final_congestion.png
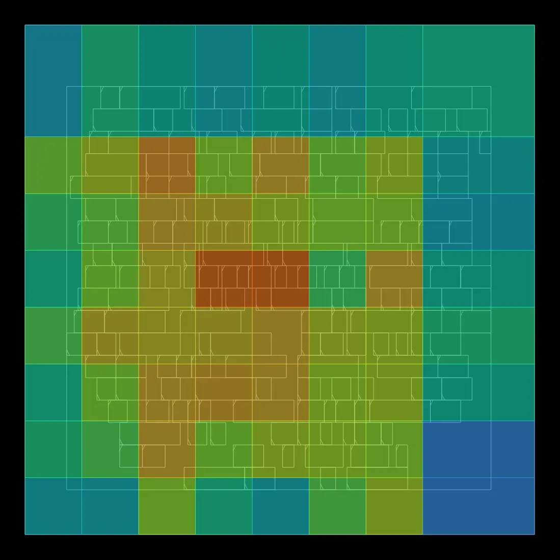
met2.png
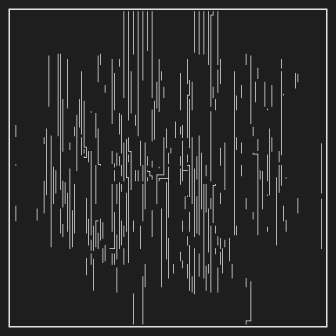
density.png
The bar under the picture is 20 µm long. The die is cut into 6 by 6 equal tiles; black is low, pale yellow is high, 0 to 100% covered.
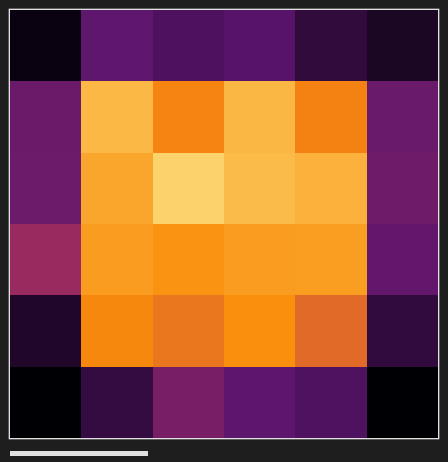
wire_density.png
The bar under the picture is 20 µm long. The die is cut into 12 by 12 equal tiles; black is low, pale yellow is high, scaled to the fullest tile. Values are wire area over tile area, all layers added.
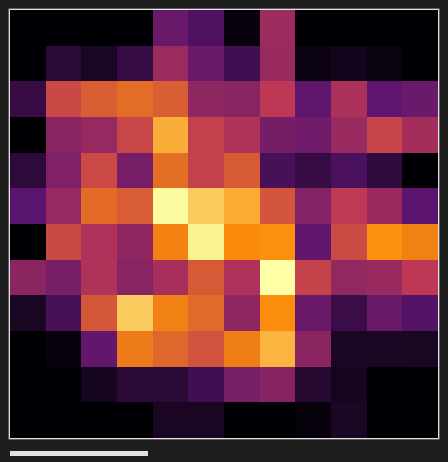
met1.png
The bar under the picture is 20 µm long.
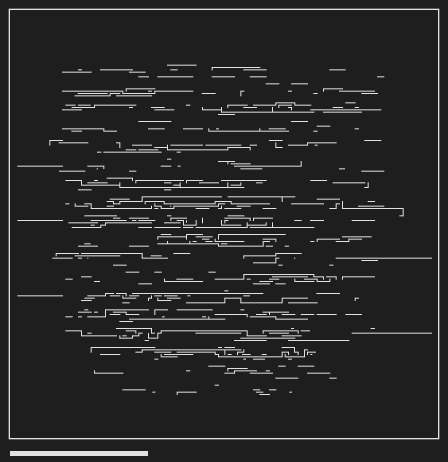
## src/rtl/video_pkg.sv

```systemverilog
// video_pkg
// Shared definitions for the character pixel fetch path: glyph geometry,
// ROM address width, the fetch FSM state encoding and the glyph address
// helper used by the fetch logic.
package video_pkg;

  localparam int GLYPH_W  = 8;   // pixels per glyph row
  localparam int ROW_BITS = 3;   // glyph rows 0..7
  localparam int CODE_W   = 8;   // character code width
  localparam int ADDR_W   = 13;  // glyph ROM address width

  typedef enum logic [1:0] {
    IDLE = 2'd0,
    ADDR = 2'd1,
    CAPT = 2'd2
  } fetch_state_e;

  // Glyph ROM address: table base plus {code, row}; each character owns
  // eight consecutive bytes, one per scan row.
  function automatic logic [ADDR_W-1:0] glyph_addr(
    input logic [ADDR_W-1:0]   base,
    input logic [CODE_W-1:0]   code,
    input logic [ROW_BITS-1:0] row
  );
    return base + {2'b00, code, row};
  endfunction

endpackage

```

## src/rtl/char_pixel_fetch_if.sv

```systemverilog
// char_pixel_fetch_if
// Bundles the cell request, pixel control, glyph ROM and pixel output
// signals of char_pixel_fetch.
//   master : requester side (drives load/char_code/scan_row/pix_ce/blank,
//            returns rom_data from the ROM)
//   slave  : the fetch block (drives rom_addr, pixel, glyph_ready)
interface char_pixel_fetch_if;
  import video_pkg::*;

  logic                load;
  logic [CODE_W-1:0]   char_code;
  logic [ROW_BITS-1:0] scan_row;
  logic                pix_ce;
  logic                blank;
  logic [ADDR_W-1:0]   rom_addr;
  logic [GLYPH_W-1:0]  rom_data;
  logic                pixel;
  logic                glyph_ready;

  modport master (
    output load, char_code, scan_row, pix_ce, blank, rom_data,
    input  rom_addr, pixel, glyph_ready
  );

  modport slave (
    input  load, char_code, scan_row, pix_ce, blank, rom_data,
    output rom_addr, pixel, glyph_ready
  );

endinterface

```

## src/rtl/glyph_shifter.sv

```systemverilog
// glyph_shifter
// Serialises glyph rows MSB first, one pixel per pix_ce. At the end of a
// row (counter = 7), or while nothing real is in the shifter, it reloads
// from the holding register, or with zeros when no glyph is waiting.
// Ports:
//   clock, reset_n : system clock, synchronous active-low reset
//   pix_ce         : pixel enable, shifter and counter advance only on it
//   blank          : forces the pixel low before inversion
//   glyph_ready    : holding register has an unconsumed glyph
//   hold_reg       : holding register contents
//   consume        : this edge takes hold_reg into the shifter
//   pixel          : registered serial pixel
module glyph_shifter
  import video_pkg::*;
#(
  parameter bit INVERT = 1'b0
) (
  input  logic               clock,
  input  logic               reset_n,
  input  logic               pix_ce,
  input  logic               blank,
  input  logic               glyph_ready,
  input  logic [GLYPH_W-1:0] hold_reg,
  output logic               consume,
  output logic               pixel
);

  logic [GLYPH_W-1:0]  shifter;
  logic [ROW_BITS-1:0] bit_cnt;
  // Set after reset and after an underrun reload: the shifter carries no
  // glyph, so a glyph that arrives later is taken on the next pix_ce
  // instead of waiting for a full row of zeros.
  logic                empty;
  logic                reload;

  // Reload point decode and glyph consumption strobe
  always_comb begin
    reload  = 1'b0;
    consume = 1'b0;
    if (pix_ce && ((bit_cnt == 3'd7) || empty)) begin
      reload  = 1'b1;
      consume = glyph_ready;
    end else begin
      reload  = 1'b0;
      consume = 1'b0;
    end
  end

  // Shifter, bit counter and registered pixel output
  always_ff @(posedge clock) begin
    if (!reset_n) begin
      shifter <= 8'h00;
      bit_cnt <= 3'd7;
      empty   <= 1'b1;
      pixel   <= INVERT;
    end else begin
      pixel <= (shifter[GLYPH_W-1] & ~blank) ^ INVERT;
      if (reload) begin
        bit_cnt <= 3'd0;
        if (glyph_ready) begin
          shifter <= hold_reg;
          empty   <= 1'b0;
        end else begin
          shifter <= 8'h00;
          empty   <= 1'b1;
        end
      end else if (pix_ce) begin
        shifter <= {shifter[GLYPH_W-2:0], 1'b0};
        bit_cnt <= bit_cnt + 3'd1;
      end
    end
  end

endmodule

```

## src/rtl/char_pixel_fetch.sv

```systemverilog
// char_pixel_fetch
// Fetches one glyph row per character cell from an external glyph ROM and
// streams it out as serial pixels.
// Parameters:
//   CHAR_BASE : ROM offset of the glyph table
//   INVERT    : 1 inverts every output pixel
// Ports:
//   clock, reset_n : system clock, synchronous active-low reset
//   bus (slave)    : load/char_code/scan_row request, pix_ce/blank pixel
//                    control, rom_addr/rom_data glyph ROM, pixel and
//                    glyph_ready outputs
module char_pixel_fetch
  import video_pkg::*;
#(
  parameter logic [ADDR_W-1:0] CHAR_BASE = 13'h0000,
  parameter bit                INVERT    = 1'b0
) (
  input  logic               clock,
  input  logic               reset_n,
  char_pixel_fetch_if.slave  bus
);

  fetch_state_e       state;
  fetch_state_e       state_next;
  logic               capture;
  logic               consume;
  logic [ADDR_W-1:0]  rom_addr;
  logic [GLYPH_W-1:0] hold_reg;
  logic               glyph_ready;
  logic               pixel;

  // Fetch FSM state register
  always_ff @(posedge clock) begin
    if (!reset_n) begin
      state <= IDLE;
    end else begin
      state <= state_next;
    end
  end

  // Fetch FSM next state; a load in any state restarts the fetch, which
  // also drops a capture that was due this cycle
  always_comb begin
    state_next = state;
    capture    = 1'b0;
    if (bus.load) begin
      state_next = ADDR;
    end else begin
      case (state)
        IDLE:    state_next = IDLE;
        ADDR:    state_next = CAPT;
        CAPT: begin
          state_next = IDLE;
          capture    = 1'b1;
        end
        default: state_next = IDLE;
      endcase
    end
  end

  // Glyph ROM address register, held until the next load
  always_ff @(posedge clock) begin
    if (!reset_n) begin
      rom_addr <= CHAR_BASE;
    end else if (bus.load) begin
      rom_addr <= glyph_addr(CHAR_BASE, bus.char_code, bus.scan_row);
    end
  end

  // Holding register; a capture wins over a same-cycle consume because the
  // shifter has already taken the old hold_reg value on that edge
  always_ff @(posedge clock) begin
    if (!reset_n) begin
      hold_reg    <= 8'h00;
      glyph_ready <= 1'b0;
    end else if (capture) begin
      hold_reg    <= bus.rom_data;
      glyph_ready <= 1'b1;
    end else if (consume) begin
      glyph_ready <= 1'b0;
    end
  end

  glyph_shifter #(
    .INVERT (INVERT)
  ) u_glyph_shifter (
    .clock       (clock),
    .reset_n     (reset_n),
    .pix_ce      (bus.pix_ce),
    .blank       (bus.blank),
    .glyph_ready (glyph_ready),
    .hold_reg    (hold_reg),
    .consume     (consume),
    .pixel       (pixel)
  );

  assign bus.rom_addr    = rom_addr;
  assign bus.glyph_ready = glyph_ready;
  assign bus.pixel       = pixel;

endmodule

```

## src/flat_wrapper.sv

```systemverilog
// flat-port wrapper written by rule: the top's interface ports become plain ports
module char_pixel_fetch_flat import video_pkg::*;
#(
  parameter logic [ADDR_W-1:0] CHAR_BASE = 13'h0000,
  parameter bit                INVERT    = 1'b0
)
  (clock, reset_n, bus_load, bus_char_code, bus_scan_row, bus_pix_ce, bus_blank, bus_rom_data, bus_rom_addr, bus_pixel, bus_glyph_ready);
  char_pixel_fetch_if bus_i ();
  input  logic clock;
  input  logic reset_n;
  input wire logic [$bits(bus_i.load)-1:0] bus_load;
  input wire logic [$bits(bus_i.char_code)-1:0] bus_char_code;
  input wire logic [$bits(bus_i.scan_row)-1:0] bus_scan_row;
  input wire logic [$bits(bus_i.pix_ce)-1:0] bus_pix_ce;
  input wire logic [$bits(bus_i.blank)-1:0] bus_blank;
  input wire logic [$bits(bus_i.rom_data)-1:0] bus_rom_data;
  output wire logic [$bits(bus_i.rom_addr)-1:0] bus_rom_addr;
  output wire logic [$bits(bus_i.pixel)-1:0] bus_pixel;
  output wire logic [$bits(bus_i.glyph_ready)-1:0] bus_glyph_ready;
  assign bus_i.load = bus_load;
  assign bus_i.char_code = bus_char_code;
  assign bus_i.scan_row = bus_scan_row;
  assign bus_i.pix_ce = bus_pix_ce;
  assign bus_i.blank = bus_blank;
  assign bus_i.rom_data = bus_rom_data;
  assign bus_rom_addr = bus_i.rom_addr;
  assign bus_pixel = bus_i.pixel;
  assign bus_glyph_ready = bus_i.glyph_ready;
  char_pixel_fetch #(.CHAR_BASE(CHAR_BASE), .INVERT(INVERT)) u_core (.clock(clock), .reset_n(reset_n), .bus(bus_i));
endmodule
```

## config.mk

```make
export PLATFORM = sky130hd
export DESIGN_NAME = char_pixel_fetch_flat
export DESIGN_NICKNAME = d
export VERILOG_FILES = /design/src/rtl/video_pkg.sv /design/src/rtl/char_pixel_fetch_if.sv /design/src/rtl/glyph_shifter.sv /design/src/rtl/char_pixel_fetch.sv /design/src/flat_wrapper.sv
export SDC_FILE = /design/constraint.sdc
export NUM_CORES = 1
export LEC_CHECK = 0
export CORE_MARGIN = 5
export CORE_UTILIZATION = 52
export CTS_BUF_LIST = sky130_fd_sc_hd__clkbuf_4
export DETAILED_ROUTE_END_ITERATION = 8
export PLACE_DENSITY = 0.83
export RECOVER_POWER = 100
export SYNTH_ARGS = -nofsm -noshare
export SYNTH_HDL_FRONTEND = slang
export SYNTH_SLANG_ARGS = --single-unit
```

## constraint.sdc

```tcl
create_clock -name clock -period 3.13 [get_ports clock]
set_input_delay 0.313 -clock clock [delete_from_list [all_inputs] [get_ports clock]]
set_output_delay 0.313 -clock clock [all_outputs]
set_load 0.05 [all_outputs]
```

==> metrics.yaml <==
swShare: 0.258
clock_power_share: 0.290
mux_area_frac: 0.136
sh_comb_area: 0.342
max_freq_mhz: 397
cts-root-buf: "clkbuf_4"
grt.overflow.total: 0
period_needed_ns: 2.52
worst_setup_hold_path_clk_slew_ns: 0.10
seqPwrFrac: 0.559
synth_cell_types: 26
hp-start: "u_core.state[1]$_SDFF_PP0_"
p_switching_w: 0.000218
antenna_found_initial: 0
crit_path_start_kind: "input port"
dpl.cell_count: 197
combPwrFrac: 0.151
final_max_slew_viol_count: 10
cts.repair.resized: 0
worstSetupPathType: "input port to flip-flop"
fin_hold_ws_ns: 0.421
ys.flops: 35
topCellsByArea: "dfxtp_1, mux2i_1, nor2b_1"
insertion_delay_ns: 0.33
fp-utilization: 0.555
top_layer: "met4"
dpl.hpwl_um: 1970
clockBufferDepth: 2
warnings: 26
inv_count: 3
nonClockBufferCount: 37
clk_share: 0.0322
cts_setup_buffers: 0
cap_viol_max_count: 1
wl_um: 2780
post-route-period-util: 0.804
cp.arrival_ns: 2.74
yosysTopAreaCell: "dfxtp_1"
largest_class: "sequential cells"
grt_pass1_wl_um: 4260
top_area_frac: 0.501
multiInputCombCellCount: 92
cts_buffers: 5
hold_viol_final: 0
synth-adder-area-share: 0.0179
drive_gt1_frac: 0.0629
internal_power_w: 0.000627
cp-end-kind: "flip-flop"
antenna_left: 0
fin_worst_skew_ns: 0.00612
ys.flop_type: "dfxtp_1"
r2r-end: "u_core.hold_reg[5]$_SDFFE_PN0P_"
whs_path_depth: 1
dieArea_um2: 3830
final_nets: 200
numSequentialCells: 35
area_share_nonclk_buffers: 0.206
layout_top_cell: "dfxtp_1"
instances_no_fill: 205
critPathRequiredTime_ns: 3.36
cts_tree: "built"
wl_met2_um: 1370
io_buffers: 36
taps: 30
xor_share: 0
synthSimpleGateAreaFrac: 0.180
outcome: "finished with violations"
final_cell_mix: "dfxtp_1, clkdlybuf4s50_1, mux2i_1, nor2b_1, dlygate4sd3_1"
failed_checks: "max-capacitance violations, max-slew violations"
n_clock_buffer: 7
ys_area_um2: 1400
hold_buffers: 0
setup_violations: 0
drc: 0
grt_pass1_vias: 949
die_h_um: 61.9
hold_path_end: "u_core.state[1]$_SDFF_PP0_"
worstMarginPinSlew_ns: 1.58
wl_met1_um: 1140
crit_end: "u_core.hold_reg[5]$_SDFFE_PN0P_"
dr_wl_met3_um: 219
vias: 1059
synth_seq_share: 0.501
viasPerCell: 5.17
peakVddDrop_mv: 0.461
ff_latch_area_um2: 701
slew_headroom: -0.0581
power.leakage_nw: 0.698
cts-htree-levels: 2
hold_class: "flip-flop to flip-flop"
drtPass1Iterations: 4
ios: 39
insertedDiodeCount: 0
comb_area_um2: 612
n_fill_cell: 206
rsz0062_at_grt: "false"
path_max_fanout: 14
synthToLayoutAreaGrowth_pct: 27.7
drt_iter0_markers: 15
finish.utilization: 0.708
top_logic_kind: "simple AND/OR/NAND/NOR gates"
cts.sinks: 35
synth_top_cell_by_count: "dfxtp_1"
syn_inst: 141
r2r_slack_ns: 1.03
ys_cells: 141
seq_share: 0.392
avgSynthCellArea_um2: 9.92
r2r_start: "u_core.state[1]$_SDFF_PP0_"
netlist_area_um2: 1400
final.setup.tns_ns: 0
die_w_um: 61.9
synth.yosys.warnings: 0
async_flop_share: 0
rows: 18
wl_per_cell_um: 13.5
largest_reg_flops: 11
powerDensity_nw_per_um2: 473
compound_area_frac: 0.102
grtUsageTotal: 0.157
core_um2: 2520
synthTopCellsByCount: "dfxtp_1, mux2i_1, nor2b_1"
grt_max_degree: 36
rr_worst_depth: 3
Notes on final_congestion.png above:
met3 Usage GRT: 0.0640
grt met2 use: 0.263
most used routing layer: met2
M1 GR Usage: 0.176

Notes on met2.png above:
longest straight run: 32.0 µm
wire length on this layer: 1,370 µm
nets with wire on the layer: 170
main direction: vertical

Notes on density.png above:
mean over tiles: 46%
fullest tile: 90%
nearly empty tiles: 5.6%
densest ninth of the die: centre
tiles over 75% full: 31%

Notes on wire_density.png above:
emptiest ninth of the die: lower right
tiles over half the peak: 28%
mean over tiles: 0.12
densest ninth of the die: centre

Notes on met1.png above:
main direction: horizontal
longest straight run: 18.9 µm
share of all routed wire: 41%
wire length on this layer: 1,140 µm

## power by group through the flow
stage / logic (W) / clock network, W / registers (W)
6_report: 0.000127 / 0.000245 / 0.000472
5_1_grt: 0.000137 / 0.000273 / 0.000475
4_1_cts: 0.000133 / 0.000251 / 0.000473
3_5_place_dp: 0.000132 / 0 / 0.000483
3_3_place_gp: 0.000129 / 0 / 0.000482
2_1_floorplan: 0.0000516 / 0 / 0.000512
## per-stage QoR
step	total power [W]	setup WS [ns]	instance area [µm²]
floorplan	0.000563	1.74	1400
global placement	0.000611	1.08	1730
detailed placement	0.000615	1.00	1730
CTS	0.000857	1.05	1790
global route	0.000885	0.516	1790
finish	0.000845	0.613	1790
## critical path, cell delays in order
cell and delay [ns]:
dlygate4sd3_1 0.53, buf_4 0.20, nor3b_1 1.27, mux2i_1 0.35, nor2b_1 0.07
Power is estimated from default activity; no workload was simulated.
